==> config.mk <==
export PLATFORM = sky130hd
export DESIGN_NAME = full_adder
export DESIGN_NICKNAME = d
export VERILOG_FILES = /design/src/rtl/full_adder.sv
export SDC_FILE = /design/constraint.sdc
export NUM_CORES = 1
export LEC_CHECK = 0
export CORE_UTILIZATION = 40
export CTS_CLUSTER_DIAMETER = 30
export DETAILED_ROUTE_END_ITERATION = 6
export PLACE_DENSITY = 0.84
export SETUP_SLACK_MARGIN = 0.02
export SYNTH_ARGS = -nofsm -noshare
export SYNTH_HDL_FRONTEND = slang
export SYNTH_SLANG_ARGS = --single-unit
==> constraint.sdc <==
create_clock -name clk -period 8 [get_ports clk]
set_input_delay 1.2 -clock clk [delete_from_list [all_inputs] [get_ports clk]]
set_output_delay 1.2 -clock clk [all_outputs]
set_load 0.1 [all_outputs]
==> run_1/met1.png <==
Scale bar: 10 um. Cells faint in the background.
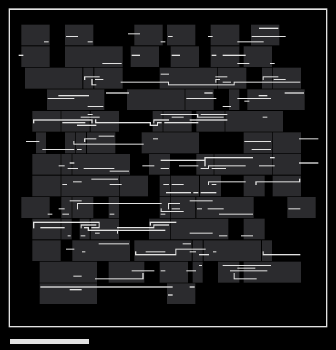
wire length on this layer	370 um
main direction	horizontal
longest straight run	16.6 um
share of all routed wire	33%
met1 usage: 16.8%
drt total wl: 1120 um

==> run_1/met2.png <==
Cells faint in the background.
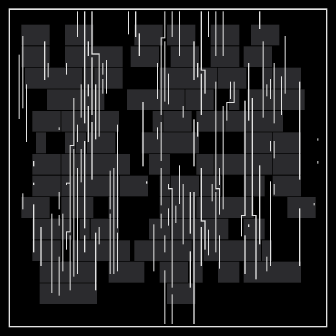
share of all routed wire	59%
nets with wire on the layer	99
longest straight run	16.5 um
wire length on this layer	663 um
GRT met2 Usage: 33.5%
routed vias: 455

==> run_1/met3.png <==
Scale bar: 10 um. Cells faint in the background.
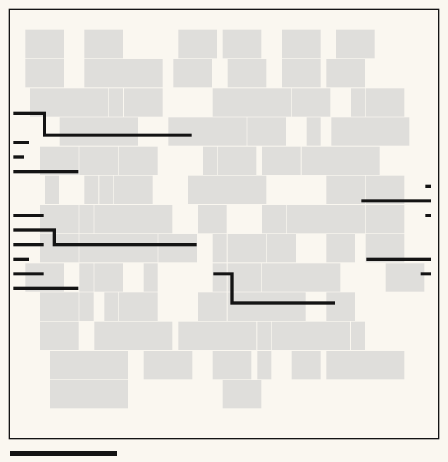
share of all routed wire	7.6%
main direction	horizontal
longest straight run	13.6 um
M3 GR Usage: 9.66%

==> run_1/final_placement.png <==
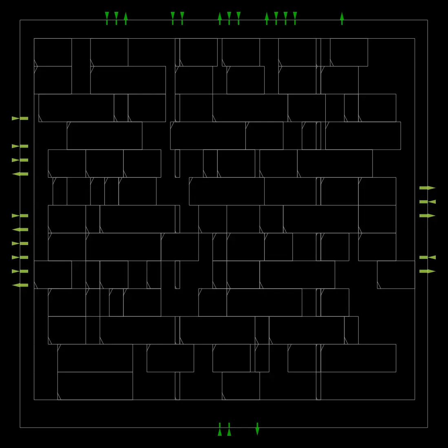
row count: 13
tap cells: 15
number of fill cells in the layout: 110

==> impl_metrics.json, run 1 <==
{
  "gp_congestion": 0.634,
  "htree_num_levels": 1,
  "clk_pin_slew_ns": 0.07,
  "syn-num-nets": 78,
  "netlist_area_sq_um": 574,
  "avgRoutedWirePerCell_um": 11.5,
  "r2r_cells": 2,
  "p_per_area_mw_per_mm2": 200,
  "largest_reg_flops": 8,
  "clock_skew_ns": 0,
  "syn_inst": 50,
  "diodes": 0,
  "internal_power_mw": 0.106,
  "drc": 0,
  "r2r_slack_ns": 7.28,
  "hold_class": "flop to flop",
  "clock_sinks": 11,
  "postCtsSetupRepairBufs": 0,
  "p_sw_share_pct": 41.2,
  "crit_type": "input port to flop",
  "grt_pass1_vias": 447,
  "clk_latency_ns": 0.26,
  "status": "finished, final reports clean",
  "cts_root_buf": "clkbuf_4",
  "die_h_um": 39.9
}
[run 1: cell families (layout without fill, tap and decap cells)]
kind of cell | count (synthesis) | in the layout | share of synthesized area [%]
compound gates | 4 | 4 | 6.10
xor+xnor | 1 | 1 | 1.53
fa+ha+maj | 8 | 8 | 27.9
buf+inv | 9 | 41 | 7.41
flops | 11 | 11 | 38.3
mux | 6 | 6 | 10.5
simple gates | 11 | 11 | 8.28
[run 1: synth_stat cells (all sizes together)]
master	number	area (sq um)
fa	8	160
nor2	9	33.8
a211oi	3	27.5
xnor2	1	8.76
dfxtp	11	220
inv	7	26.3
a21o	1	7.51
buf	2	16.3
nor3b	1	7.51
nor2b	1	6.26
mux2i	6	60.1
[run 1: layout make-up]
| class | instances | area [sq um] |
|---|---|---|
| fill | 110 | 414 |
| multi-input combinational | 30 | 312 |
| timing repair buffer | 30 | 300 |
| sequential | 11 | 220 |
| clock buffer | 4 | 26.3 |
| inverter | 7 | 26.3 |
| tap | 15 | 18.8 |
[run 1: worst max-delay path, stage by stage]
cell             delay (ns)
clkdlybuf4s50_1        0.43
fa_1                   0.45
fa_1                   0.39
fa_1                   0.39
fa_1                   0.38
fa_1                   0.37
inv_1                  0.09
fa_1                   0.16
inv_1                  0.05
fa_1                   0.42
inv_1                  0.10
fa_1                   0.41
a211oi_1               0.22
[run 1: through the flow]
step / cell area, sq um / setup slack, ns / cells
after floorplan: 574 / 3.48 / 50
after global placement: 877 / 2.93 / 93
after detailed placement: 877 / 2.81 / 93
after CTS: 903 / 3.10 / 97
after global routing: 903 / 2.95 / 97
final: 903 / 3.13 / 97
[run 1: routing by layer]
| metal | up-vias | wire, um | share of wire [%] |
|---|---|---|---|
| met3 | 0 | 85 | 7.6 |
| met5 | - | 0 | 0 |
| met2 | 17 | 663 | 59 |
| met4 | 0 | 0 | 0 |
| met1 | 219 | 369 | 33 |
| li1 | 219 | - | - |
[run 1: power by group through the flow]
stage               Combinational [mW]  Sequential (mW)  Clock [mW]
finish                          0.0808           0.0629      0.0369
global route                    0.0858           0.0634      0.0424
CTS                             0.0818           0.0630      0.0389
detailed placement              0.0816           0.0641           0
global placement                0.0799           0.0639           0
floorplan                       0.0178            0.103           0
## Run 2: what changed since run 1
--- a/config.mk
+++ b/config.mk
@@ -5,10 +5,10 @@
 export SDC_FILE = /design/constraint.sdc
 export NUM_CORES = 1
 export LEC_CHECK = 0
-export CORE_UTILIZATION = 40
+export CORE_UTILIZATION = 37
 export CTS_CLUSTER_DIAMETER = 30
 export DETAILED_ROUTE_END_ITERATION = 6
-export PLACE_DENSITY = 0.84
+export PLACE_DENSITY = 0.79
 export SETUP_SLACK_MARGIN = 0.02
 export SYNTH_ARGS = -nofsm -noshare
 export SYNTH_HDL_FRONTEND = slang
==> constraint.sdc (replaced) <==
create_clock -name clk -period 4.5 [get_ports clk]
set_input_delay 0.675 -clock clk [delete_from_list [all_inputs] [get_ports clk]]
set_output_delay 0.675 -clock clk [all_outputs]
set_load 0.1 [all_outputs]
==> run_2/met3.png <==
Scale bar: 10 um. Cells faint in the background.
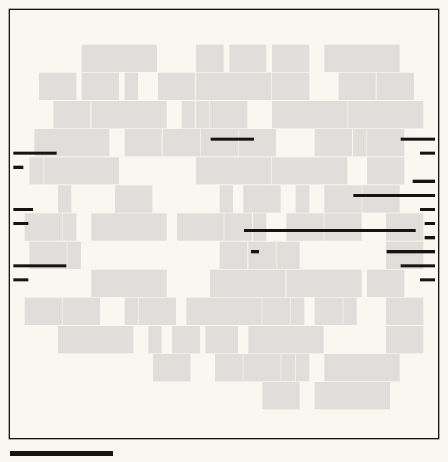
main direction	horizontal
longest straight run	16.3 um
M3 GR Usage: 3.19%
drt total wl: 1140 um

==> impl_metrics.json, run 2 <==
{
  "clk_pin_slew_ns": 0.06,
  "finalPower_mw": 0.323,
  "p_per_area_mw_per_mm2": 355,
  "r2r_cells": 2,
  "finalClockPeriodUsage_pct": 95.1,
  "netlist_area_sq_um": 574,
  "largest_reg_flops": 8,
  "p_sw_share_pct": 41.2,
  "area_growth_syn_to_layout_pct": 58.6,
  "avgRoutedWirePerCell_um": 11.6,
  "clk_latency_ns": 0.26,
  "r2r_slack_ns": 3.77,
  "cp_data_required_time_ns": 4.68,
  "clock_sinks": 11,
  "synth_top_cell_by_area": "dfxtp_1",
  "diodes": 0,
  "hold_class": "flop to flop",
  "edf_count": 0,
  "io_pins": 31,
  "grt_pass1_vias": 418,
  "utilization_pct": 66.7,
  "top_cells_by_count": "11 x dfxtp_1, 9 x nor2_1, 8 x fa_1",
  "internal_power_mw": 0.190,
  "clock_path_buffers": 2,
  "die_h_um": 41.4,
  "syn-num-nets": 78,
  "postCtsSetupRepairBufs": 0,
  "async_flop_share_pct": 0,
  "regArea_sq_um": 220,
  "cp_max_fo": 2,
  "die_w_um": 41.4,
  "syn_inst": 50,
  "top_area_share_pct": 38.3,
  "most_common_cell": "dfxtp_1",
  "num_rows": 13,
  "fillers": 114,
  "nNetsFinal": 112,
  "numPortBuffers": 30,
  "logic_area_sq_um": 312,
  "cts_root_buf": "clkbuf_4",
  "detailedRoute.firstIterationViolations": 4,
  "gp_congestion": 0.633,
  "flop_cell": "dfxtp_1",
  "status": "finished, final reports clean",
  "area_leaders": "dfxtp_1 38%, fa_1 28%, mux2i_1 10%",
  "htree_num_levels": 1,
  "drc": 0,
  "crit_type": "input port to flop",
  "clock_skew_ns": 0
}
==> run_2/met1.png <==
Scale bar: 10 um. Cells faint in the background.
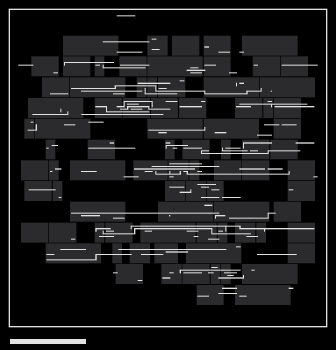
main direction	horizontal
share of all routed wire	39%
longest straight run	19.3 um
nets with wire on the layer	93
wire length on this layer	444 um
routed vias: 457
met1 usage: 16.2%

-- run 2: netlist changes by cell type in the layout (fill, tap and decap cells not counted) --
cell,change
buf_4,+1
-- run 2: cell families after synthesis --
logic type	Yosys count	synth area share (%)
flip-flops	11	38.3
AND-OR/OR-AND	4	6.10
XOR/XNOR	1	1.53
AND/OR/NAND/NOR	11	8.28
adder cells (fa/ha/maj)	8	27.9
buffers and inverters	9	7.41
multiplexers	6	10.5
-- run 2: cell type report --
class                           instances  share of cell area [%]
Clock buffer                            4                    2.88
Inverter                                7                    2.88
Multi-Input combinational cell         30                    34.2
Sequential cell                        11                    24.2
Tap cell                               15                    2.06
Timing Repair Buffer                   31                    33.8
-- run 2: critical path, stage by stage --
cell	delay (ns)
clkdlybuf4s50_1	0.43
fa_1	0.44
fa_1	0.39
fa_1	0.39
fa_1	0.39
fa_1	0.36
inv_1	0.07
fa_1	0.16
inv_1	0.05
fa_1	0.38
inv_1	0.09
fa_1	0.40
a211oi_1	0.22
-- run 2: metal layers --
layer | vias up | global-route usage (%) | routed length [um]
met5 | - | 0 | 0
met4 | 0 | 7.26 | 15
met3 | 4 | 3.19 | 58
met2 | 18 | 28.5 | 619
met1 | 215 | 16.2 | 443
li1 | 220 | - | -
-- run 2: per-stage QoR --
step                area, sq um  cells  hold slack (ns)  setup TNS [ns]  worst slack [ns]
finish                      911     98            0.484               0             0.219
detailed placement          885     94            0.480          -0.105            -0.105
global placement            885     94            0.474         -0.0302           -0.0302
CTS                         911     98            0.489               0             0.171
floorplan                   574     50            0.758               0             0.508
global route                911     98            0.515               0            0.0593
-- run 2: power by group through the flow --
stage / clock network (mW) / registers [mW] / logic (mW)
2_1_floorplan: 0 / 0.183 / 0.0316
5_1_grt: 0.0738 / 0.113 / 0.155
3_5_place_dp: 0 / 0.114 / 0.147
6_report: 0.0665 / 0.112 / 0.145
4_1_cts: 0.0692 / 0.112 / 0.147
3_3_place_gp: 0 / 0.114 / 0.144
No activity file was given, so power comes from the tool's default toggle rates.
